### src/rtl/spi_pkg.sv
// Shared definitions for the SPI shift engine: FSM encodings, mode bit layout
// and the default bus widths.
package spi_pkg;

    localparam int FIFO_WIDTH_DEF = 32;
    localparam int DIV_WIDTH_DEF  = 8;

    localparam logic [2:0] ST_IDLE  = 3'd0;
    localparam logic [2:0] ST_FETCH = 3'd1;
    localparam logic [2:0] ST_LOAD  = 3'd2;
    localparam logic [2:0] ST_SHIFT = 3'd3;
    localparam logic [2:0] ST_DONE  = 3'd4;
    localparam logic [2:0] ST_GAP   = 3'd5;

    typedef enum logic [2:0] {
        IDLE  = ST_IDLE,
        FETCH = ST_FETCH,
        LOAD  = ST_LOAD,
        SHIFT = ST_SHIFT,
        DONE  = ST_DONE,
        GAP   = ST_GAP
    } state_t;

    localparam int MODE_CPOL = 1;
    localparam int MODE_CPHA = 0;

    // Index of the final (CS hold) half-period of a word, i.e. 2N for N = word_size+1.
    function automatic logic [6:0] last_half(input logic [4:0] word_size);
        return {1'b0, word_size, 1'b0} + 7'd2;
    endfunction

endpackage

### src/rtl/spi_baud_gen.sv
// Half-period tick generator: one-cycle half_tick every div+1 cycles while run is high,
// with the first tick arriving div+1 cycles after run rises.
module spi_baud_gen
    import spi_pkg::*;
#(
    parameter int DIVWIDTH = DIV_WIDTH_DEF
) (
    input  logic                Clock,
    input  logic                Reset,
    input  logic                run,
    input  logic [DIVWIDTH-1:0] div,
    output logic                half_tick
);

    logic [DIVWIDTH-1:0] count;
    logic                active;
    logic [DIVWIDTH-1:0] remaining;

    // On the first cycle of a run the counter is still parked at zero, so the
    // reload value stands in for it.
    assign remaining = active ? count : div;
    assign half_tick = run && (remaining == '0);

    always_ff @(posedge Clock or negedge Reset) begin
        if (!Reset) begin
            count  <= '0;
            active <= 1'b0;
        end else if (!run) begin
            count  <= '0;
            active <= 1'b0;
        end else begin
            active <= 1'b1;
            count  <= (remaining == '0) ? div : remaining - DIVWIDTH'(1);
        end
    end

endmodule

### src/rtl/spi_shift_engine.sv
// SPI master serializer: pops TX FIFO words, shifts them out MSB-first with
// CPOL/CPHA framing and pushes the sampled MISO word into the RX FIFO.
module spi_shift_engine
    import spi_pkg::*;
#(
    parameter int FIFOWIDTH = FIFO_WIDTH_DEF,
    parameter int DIVWIDTH  = DIV_WIDTH_DEF
) (
    input  logic                 Clock,
    input  logic                 Reset,
    input  logic                 Enable,
    input  logic                 Cpol,
    input  logic                 Cpha,
    input  logic [4:0]           WordSize,
    input  logic [DIVWIDTH-1:0]  BaudDiv,
    input  logic                 TxEmpty,
    input  logic [FIFOWIDTH-1:0] TxData,
    output logic                 TxRead,
    input  logic                 RxFull,
    output logic [FIFOWIDTH-1:0] RxData,
    output logic                 RxWrite,
    input  logic                 ClearOV,
    output logic                 RxOV,
    output logic                 SCLK,
    output logic                 MOSI,
    input  logic                 MISO,
    output logic                 CS_n,
    output logic                 Busy
);

    state_t               state;
    logic [FIFOWIDTH-1:0] tx_word;
    logic [FIFOWIDTH-1:0] rx_shift;
    logic [1:0]           mode_l;
    logic [4:0]           word_l;
    logic [DIVWIDTH-1:0]  div_l;
    logic [4:0]           bit_idx;
    logic [6:0]           half_cnt;
    logic [6:0]           last_idx;
    logic                 phase;
    logic                 half_tick;
    logic                 run;
    logic                 odd_edge;

    assign run      = (state == SHIFT) || (state == GAP);
    assign last_idx = last_half(word_l);
    assign odd_edge = ~half_cnt[0];
    assign SCLK     = ((state == SHIFT) ? mode_l[MODE_CPOL] : Cpol) ^ phase;

    spi_baud_gen #(
        .DIVWIDTH(DIVWIDTH)
    ) u_baud (
        .Clock    (Clock),
        .Reset    (Reset),
        .run      (run),
        .div      (div_l),
        .half_tick(half_tick)
    );

    always_ff @(posedge Clock or negedge Reset) begin
        if (!Reset) begin
            state    <= IDLE;
            TxRead   <= 1'b0;
            RxWrite  <= 1'b0;
            RxData   <= '0;
            RxOV     <= 1'b0;
            CS_n     <= 1'b1;
            MOSI     <= 1'b0;
            Busy     <= 1'b0;
            phase    <= 1'b0;
            tx_word  <= '0;
            rx_shift <= '0;
            mode_l   <= '0;
            word_l   <= '0;
            div_l    <= '0;
            bit_idx  <= '0;
            half_cnt <= '0;
        end else begin
            TxRead  <= 1'b0;
            RxWrite <= 1'b0;
            if (ClearOV) begin
                RxOV <= 1'b0;
            end
            case (state)
                IDLE: begin
                    if (Enable && !TxEmpty) begin
                        state  <= FETCH;
                        TxRead <= 1'b1;
                        Busy   <= 1'b1;
                    end
                end
                FETCH: state <= LOAD;
                LOAD: begin
                    tx_word           <= TxData;
                    mode_l[MODE_CPOL] <= Cpol;
                    mode_l[MODE_CPHA] <= Cpha;
                    word_l            <= WordSize;
                    div_l             <= BaudDiv;
                    rx_shift          <= '0;
                    half_cnt          <= '0;
                    phase             <= 1'b0;
                    CS_n              <= 1'b0;
                    state             <= SHIFT;
                    // CPHA=0 presents the MSB as CS falls; CPHA=1 waits for the first edge.
                    if (!Cpha) begin
                        MOSI    <= TxData[WordSize];
                        bit_idx <= WordSize - 5'd1;
                    end else begin
                        bit_idx <= WordSize;
                    end
                end
                SHIFT: begin
                    if (half_tick) begin
                        if (half_cnt == last_idx) begin
                            state   <= DONE;
                            CS_n    <= 1'b1;
                            RxData  <= rx_shift;
                            RxWrite <= !RxFull;
                            if (RxFull) begin
                                RxOV <= 1'b1;
                            end
                        end else begin
                            phase    <= ~phase;
                            half_cnt <= half_cnt + 7'd1;
                            if (odd_edge == mode_l[MODE_CPHA]) begin
                                MOSI    <= tx_word[bit_idx];
                                bit_idx <= bit_idx - 5'd1;
                            end else begin
                                rx_shift <= {rx_shift[FIFOWIDTH-2:0], MISO};
                            end
                            // The CPHA=0 trailing edge of the last bit must not advance MOSI.
                            if (!mode_l[MODE_CPHA] && (half_cnt + 7'd1 == last_idx)) begin
                                MOSI    <= MOSI;
                                bit_idx <= bit_idx;
                            end
                        end
                    end
                end
                DONE: state <= GAP;
                GAP: begin
                    if (half_tick) begin
                        if (Enable && !TxEmpty) begin
                            state  <= FETCH;
                            TxRead <= 1'b1;
                        end else begin
                            state <= IDLE;
                            Busy  <= 1'b0;
                        end
                    end
                end
                default: begin
                    state <= IDLE;
                    Busy  <= 1'b0;
                end
            endcase
        end
    end

endmodule

### config.mk
export PLATFORM = sky130hd
export DESIGN_NAME = spi_shift_engine
export DESIGN_NICKNAME = d
export VERILOG_FILES = /design/src/rtl/spi_pkg.sv /design/src/rtl/spi_baud_gen.sv /design/src/rtl/spi_shift_engine.sv
export SDC_FILE = /design/constraint.sdc
export NUM_CORES = 1
export LEC_CHECK = 0
export ABC_AREA = 1
export CORE_AREA = 2 2 107 212
export CTS_CLUSTER_DIAMETER = 150
export DETAILED_ROUTE_END_ITERATION = 10
export DIE_AREA = 0 0 109 214
export GPL_TIMING_DRIVEN = 0
export MAX_ROUTING_LAYER = met4
export SKIP_LAST_GASP = 1
export SYNTH_ARGS = -nofsm -noshare
export SYNTH_HDL_FRONTEND = slang
export SYNTH_SLANG_ARGS = --single-unit
### constraint.sdc
create_clock -name Clock -period 2.05 [get_ports Clock]
set_clock_uncertainty 0.05 [all_clocks]
set_input_delay 0.3075 -clock Clock [delete_from_list [all_inputs] [get_ports Clock]]
set_output_delay 0.3075 -clock Clock [all_outputs]
set_load 0.02 [all_outputs]
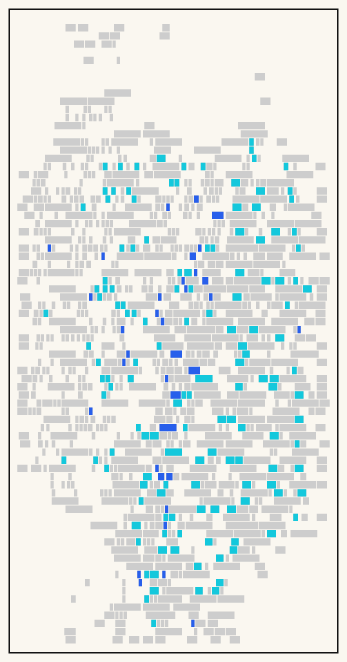
run_1/gate_families.png
Drawn at 3 px/um.
- NOR gates: blue (cells 35)
- inverting AOI/OAI gates: cyan (cells 141)
Non-Filler Instances: 1378
logic share of the area: 35.2%

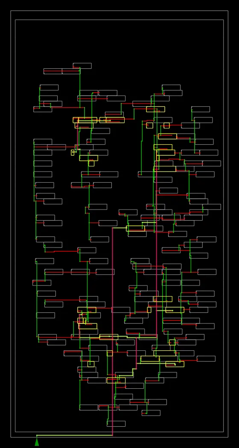
run_1/final_clocks.png
number of clock buffers in the layout: 20
flop count: 142
clock group total power: 3.06 mW
number of clock buffers inserted by TritonCTS: 17
Clk Latency, worst-skew pair: 430 ps

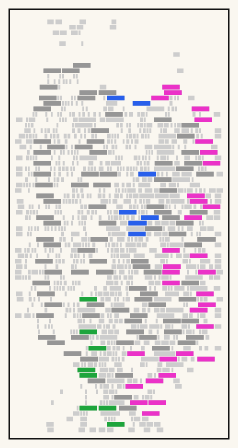
run_1/registers.png
Drawn at 2 px/um.
- `RxData`: magenta (flops 32)
- `div_l`: green (flops 8)
- `half_cnt`: blue (flops 7; where centre)
final core utilization: 46.3%
power dissipated in sequential cells: 2.80 mW

## run 1: through the flow
| step | worst slack, ps | hold WS, ps | setup TNS [ps] |
|---|---|---|---|
| detailed placement | -587 | 300 | -29660 |
| CTS | -154 | 372 | -8390 |
| floorplan | 22.0 | -38.1 | 0 |
| finish | -179 | 377 | -7070 |
| global route | -271 | 390 | -18470 |
| global placement | -5230 | 405 | -768610 |
## run 1: layout by cell type (no fill, tap or decap), drive strengths merged, types with 2 or more instances in the layout
cell / n
nand2: 404
dfrtp: 141
o21ai: 107
clkdlybuf4s50: 90
inv: 76
nand3: 66
buf: 62
clkbuf: 44
nor2: 32
a21oi: 16
o31ai: 12
nand4: 10
clkinvlp: 6
xor2: 6
ha: 6
clkinv: 5
or2: 4
xnor2: 3
nor3: 3
o21bai: 2
o22ai: 2
bufinv: 2
## run 1: state kept, by name (all words and copies together), names as in the netlist, 2 cells and up
signal        cells
RxData           32
rx_shift         32
tx_word          32
div_l             8
u_baud.count      8
half_cnt          7
bit_idx           5
word_l            5
state             3
mode_l            2
## run 1: worst max-delay path, stage by stage (launching register included)
cell and delay, ps:
dfrtp_1 360, buf_6 160, mux2i_4 250, ha_2 200, nand2_2 60, nor2_2 90
nand2_2 100, nor2_4 180, nand2_4 100, nand2_8 120, nand2_8 100, clkbuf_16 200
nand2_1 80, o21ai_2 60
## run 1: worst paths after layout
| path | start | slack (ps) | cells past startpoint | to |
|---|---|---|---|---|
| worst max register to register | u_baud.active | -180 | 13 | rx_shift[8] |
| max in group asynchronous | Reset | 740 | 3 | CS_n |
| worst min-delay path | BaudDiv[2] | 380 | 3 | div_l[2] |
| worst max-delay path | u_baud.active | -180 | 13 | rx_shift[8] |
| worst min register to register | CS_n | 410 | 2 | CS_n |
| min in group asynchronous | Reset | 390 | 2 | div_l[2] |
## run 1: per-layer routing
layer	wire (um)	GRT usage [%]	share of wire, %
met5	0	-	0
met4	578	7.65	2.7
met3	566	2.65	2.7
met2	12500	35.2	59
met1	7620	18.3	36
## run 1: where the power goes
part	switching (mW)	total [mW]	internal, mW
logic	0.161	0.293	0.132
registers	0.000981	2.80	2.80
clock network	1.26	3.06	1.80
## run 1: layout make-up
cell class                 instances  area (um2)  area share, %
buffer                            44         338           3.38
multi-input combinational        677        3520           35.2
tap                              273         342           3.41
sequential                       142        3560           35.5
clock buffer                      20         437           4.37
clock inverter                    12         138           1.38
inverter                          77         298           2.98
timing repair buffer             133        1380           13.7
## run 1: logic make-up (layout without fill, tap and decap cells)
family | after synthesis | in the layout | synth area share (%)
adders and majority gates | 6 | 6 | 1.03
xor gates and xnor gates | 9 | 9 | 1.08
and+or+nand+nor | 518 | 519 | 29.5
AOI/OAI and AO/OA | 142 | 142 | 12.1
DFF | 142 | 142 | 48.9
buffers and inverters | 121 | 286 | 7.24
muxes | 1 | 1 | 0.138
## run 1: timing repair
| action | in CTS | in global routing |
|---|---|---|
| gates cloned | 2 | 5 |
| hold buffers | 1 | 0 |
| setup endpoints to repair | 103 | 105 |
| pin swaps | 7 | 9 |
| hold endpoints to repair | 65 | 0 |
| setup buffers | 15 | 18 |
| resized | 35 | 117 |
==> run_results.csv, run 1 <==
group,metric,value,unit
grt,pin_count_of_the_biggest_net_entering_global_routing,78,
pwr,vdd.ir_drop.worst,532,uV
yosys,synth_flops,142,
timing,finalWorstPathRequiredPeriod,2230,ps
clock_tree,tritoncts,"yes",
timing,final_max_slew_viol_count,0,
grt,number_of_antenna_violations_at_the_first_check_in_global_routing,0,
timing,timing_hold_violations_final,0,
yosys,synth_top_cell_by_count,"nand2_1",
placement,hpwl,14900,um
drt,detailedRoute.firstIterationViolations,340,
floorplanning,floorplan.die_area,0.0233,mm2
setup_path,crit_required,2320,ps
placement,postPlaceCellArea,0.00856,mm2
yosys,yosys-top-cells-area,"dfrtp_1 49%, nand2_1 21%, nand3_1 4.5%",
run,maxCapViolCount,0,
timing,setup-violations-final,89,
timing,worst_pin_slew,800,ps
clock_tree,max-clock-path-buffers,2,
placement,port_buffers,92,
setup_path,crit_path_end_kind,"register",
yosys,top_cells_by_count_synth,"398 x nand2_1, 141 x dfrtp_1, 66 x inv_1",
yosys,ys_async_sr_fraction,100,%
timing,finalClockPeriodUsage,109,%
drt,postRouteAntennaNets,0,
yosys,most_common_reg_cell,"dfrtp_1",
placement,dp.cells,1305,
finish,layout-drive-gt1-share,20.5,%
status,violations_in_the_final_reports,"negative setup slack",
grt,global_route.overflow_total,0,
floorplanning,fp_util,33.7,%
yosys,largest_area_contributor_in_the_synthesized_netlist,"dfrtp_1",
min_path,timing.hold.worst.class,"in -> reg",
timing,slew_headroom,46.3,%
drt,detailedRoute.firstPassIterationCount,5,
floorplanning,design.core.area,0.0216,mm2
setup_path,timing.critical_path.from_type,"register",
setup_path,worst_ep_arrival_time,2500,ps
drt,avgRoutedWirePerCell,15.4,um
timing,unrepaired_setup_endpoints_after_global_routing,"yes",
floorplanning,io_pins,93,
drt,via_count,6699,
setup_path,criticalPathCategory,"reg -> reg",
finish,n_antenna_cell,0,
status,run_status,"finished, violations left",
timing,timing.final.ws_setup,-179,ps
yosys,synthesis.area,0.00727,mm2
clock_tree,cts_htree_levels,4,
grt,globalRouteTotalUtil,18.7,%
==> run 2: changes to the inputs <==
Settings changed: ABC_CLOCK_PERIOD_IN_PS set to 2050, HOLD_SLACK_MARGIN set to 0.02.
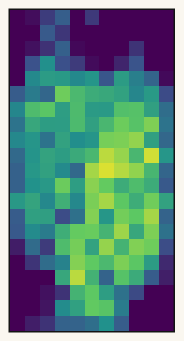
run_2/density.png
Drawn at 1.5 px/um. The die is cut into 11 by 21 equal tiles; dark purple is low, yellow is high, 0 to 100% covered.
- tiles over 75% full: 15%
- fullest tile: 95%
- mean over tiles: 41%
core utilization at floorplan: 33.7%
Std-Cell Core Area: 0.0216 mm2

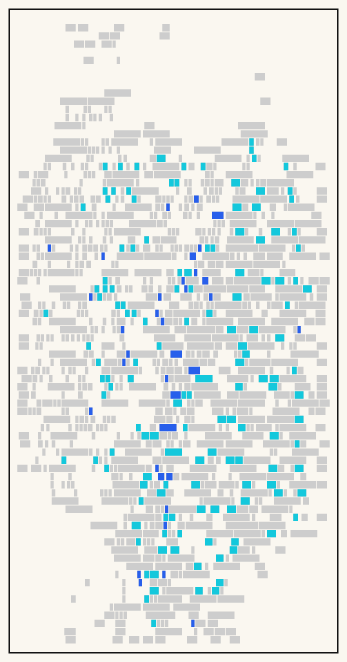
run_2/gate_families.png
Drawn at 3 px/um.
most frequent logic cell in the layout: nand2_1

==> run 2 against run 1 <==
- the run still ends with negative setup slack left
- sequential share of layout area unchanged
- die area unchanged
- non-clock buffer count unchanged
- utilization unchanged
- area after synthesis unchanged
- power unchanged
- worst setup slack unchanged
- critical path depth unchanged
- synthesized cell count unchanged
- register-to-register slack about the same
- clock power about the same
==> run_results.csv, run 2 <==
group,metric,value,unit
setup_path,timing.critical_path.max_delay_family,"simple AND/OR/NAND/NOR gates",
setup_path,regToRegSetupSlack,-180,ps
clock_tree,cts_root_buffer,"clkbuf_16",
finish,n_antenna_cell,0,
yosys,largest_area_contributor_in_the_synthesized_netlist,"dfrtp_1",
status,violations_in_the_final_reports,"negative setup slack",
placement,hpwl,14900,um
setup_path,worst_ep_arrival_time,2500,ps
setup_path,crit_path_end_kind,"register",
timing,fmax,449,MHz
finish,largest_registers,"RxData: 32 flops, rx_shift: 32 flops, tx_word: 32 flops",
min_path,timing.hold.worst.class,"in -> reg",
setup_path,critPathSlowestCell,"dfrtp_1",
timing,timing.final.ws_setup,-179,ps
drt,postRouteAntennaNets,0,
drt,detailedRoute.firstPassIterationCount,5,
finish,mostFrequentLayoutCells,"362 x nand2_1, 140 x dfrtp_1, 90 x clkdlybuf4s50_1, 64 x inv_1, 63 x nand3_1",
drt,detailedRoute.firstIterationViolations,340,
clock_tree,clock_transition_at_the_registers_of_the_reported_paths,70,ps
yosys,ys_async_sr_fraction,100,%
yosys,top_cells_by_count_synth,"398 x nand2_1, 141 x dfrtp_1, 66 x inv_1",
status,run_status,"finished, violations left",
grt,pin_count_of_the_biggest_net_entering_global_routing,78,
clock_tree,cts_htree_levels,4,
drt,via_count,6699,
placement,port_buffers,92,
setup_path,criticalPathCategory,"reg -> reg",
setup_path,cpPeakStageDelay,360,ps
grt,number_of_antenna_violations_at_the_first_check_in_global_routing,0,
finish,layout-drive-gt1-share,20.5,%
run,warnings,29,
yosys,synth_flops,142,
yosys,synth-edff-count,0,
yosys,synthesis.instances,939,
yosys,synthesis.area,0.00727,mm2
timing,finalWorstPathRequiredPeriod,2230,ps
floorplanning,floorplan.die_area,0.0233,mm2
floorplanning,io_pins,93,
timing,final_max_slew_viol_count,0,
setup_path,cells_traversed_along_the_worst_timing_path,"buf_6 -> mux2i_4 -> ha_2 -> nand2_2 -> nor2_2 -> nand2_2 -> nor2_4 -> nand2_4 -> nand2_8 -> nand2_8 -> clkbuf_16 -> nand2_1 -> o21ai_2",
timing,setup-violations-final,89,
timing,timing_hold_violations_final,0,
setup_path,timing.critical_path.from_type,"register",
yosys,yosys_area,0.00727,mm2
setup_path,crit_required,2320,ps
pwr,vdd.ir_drop.worst,532,uV
clock_tree,tritoncts,"yes",
timing,finalClockPeriodUsage,109,%
clock_tree,cts_inserted_buffers,17,
timing,worst_pin_slew,800,ps
placement,dp.cells,1305,
setup_path,path_buffers,2,
finish,synthToLayoutAreaGrowth,37.5,%
clock_tree,max-clock-path-buffers,2,
yosys,yosys-top-cells-area,"dfrtp_1 49%, nand2_1 21%, nand3_1 4.5%",
timing,slew_headroom,46.3,%
yosys,most_common_reg_cell,"dfrtp_1",
drt,drc,0,
grt,global_route.overflow_total,0,
finish,instances_no_fill,1378,
clock_tree,clkLatencyLatePin,430,ps
run,maxCapViolCount,0,
grt,globalRouteTotalUtil,18.7,%
yosys,synth_top_cell_by_count,"nand2_1",
drt,avgRoutedWirePerCell,15.4,um
timing,unrepaired_setup_endpoints_after_global_routing,"yes",
finish,multiInputGateArea,0.00352,mm2
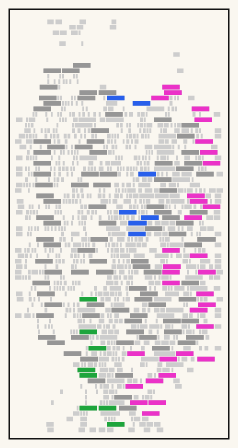
run_2/registers.png
Drawn at 2 px/um.
Sequential cell area: 0.00356 mm2
share of cell area taken by flip-flops and latches: 35.5%

run 2: cell counts in the layout (fill, tap and decap cells not counted):
No cell type changed its count.
run 2: logic make-up (layout without fill, tap and decap cells):
group                      after synthesis  in the layout  synth area share, %
xor gates and xnor gates                 9              9                 1.08
AOI/OAI and AO/OA                      142            142                 12.1
DFF                                    142            142                 48.9
adders and majority gates                6              6                 1.03
muxes                                    1              1                0.138
buffers and inverters                  121            286                 7.24
and+or+nand+nor                        518            519                 29.5
run 2: tightest hold or removal path, delay by kind of cell:
family                 cells  cell delay (ps)
and+or+nand+nor            2              100
buffers and inverters      1              400
run 2: timing repair:
item | 4_1_cts | 5_1_grt
endpoints found under the hold margin | 65 | 0
gates resized | 35 | 117
setup buffers | 15 | 18
setup endpoints to repair | 103 | 105
gates cloned | 2 | 5
pin swaps | 7 | 9
hold buffers | 1 | 0
run 2: area by class of cell:
type                    instances  share of cell area (%)
repair buffers                133                    13.7
well taps                     273                    3.41
multi-input cells             677                    35.2
inverters                      77                    2.98
clock inverters                12                    1.38
plain buffers                  44                    3.38
clock buffers                  20                    4.37
flip-flops and latches        142                    35.5
run 2: where the power goes:
| part | internal [mW] | switching (mW) |
|---|---|---|
| clock network | 1.80 | 1.26 |
| logic | 0.132 | 0.161 |
| registers | 2.80 | 0.000981 |
run 2: layer usage:
metal / up-vias / global-route usage (%) / part of all wire, %
met1: 3190 / 18.3 / 36
met2: 156 / 35.2 / 59
met4: 0 / 7.65 / 2.7
met5: - / - / 0
li1: 3307 / - / -
met3: 46 / 2.65 / 2.7
run 2: through the flow:
| step | setup TNS [ps] | hold slack [ps] | setup slack, ps | area (um2) | util, % |
|---|---|---|---|---|---|
| after global placement | -768610 | 405 | -5230 | 8540 | 39.5 |
| after global routing | -18470 | 390 | -271 | 10000 | 46.3 |
| after CTS | -8390 | 372 | -154 | 9380 | 43.5 |
| final | -7070 | 377 | -179 | 10000 | 46.3 |
| after floorplan | 0 | -38.1 | 22.0 | 7270 | - |
| after detailed placement | -29660 | 300 | -587 | 8560 | 39.7 |
run 2: worst paths after layout:
kind,startpoint,end,depth (start not counted)
max,u_baud.active,rx_shift[8],13
min,BaudDiv[2],div_l[2],3
max reg2reg,u_baud.active,rx_shift[8],13
min reg2reg,CS_n,CS_n,2
max in group asynchronous,Reset,CS_n,3
min in group asynchronous,Reset,div_l[2],2
Power and IR drop assume default switching activity.
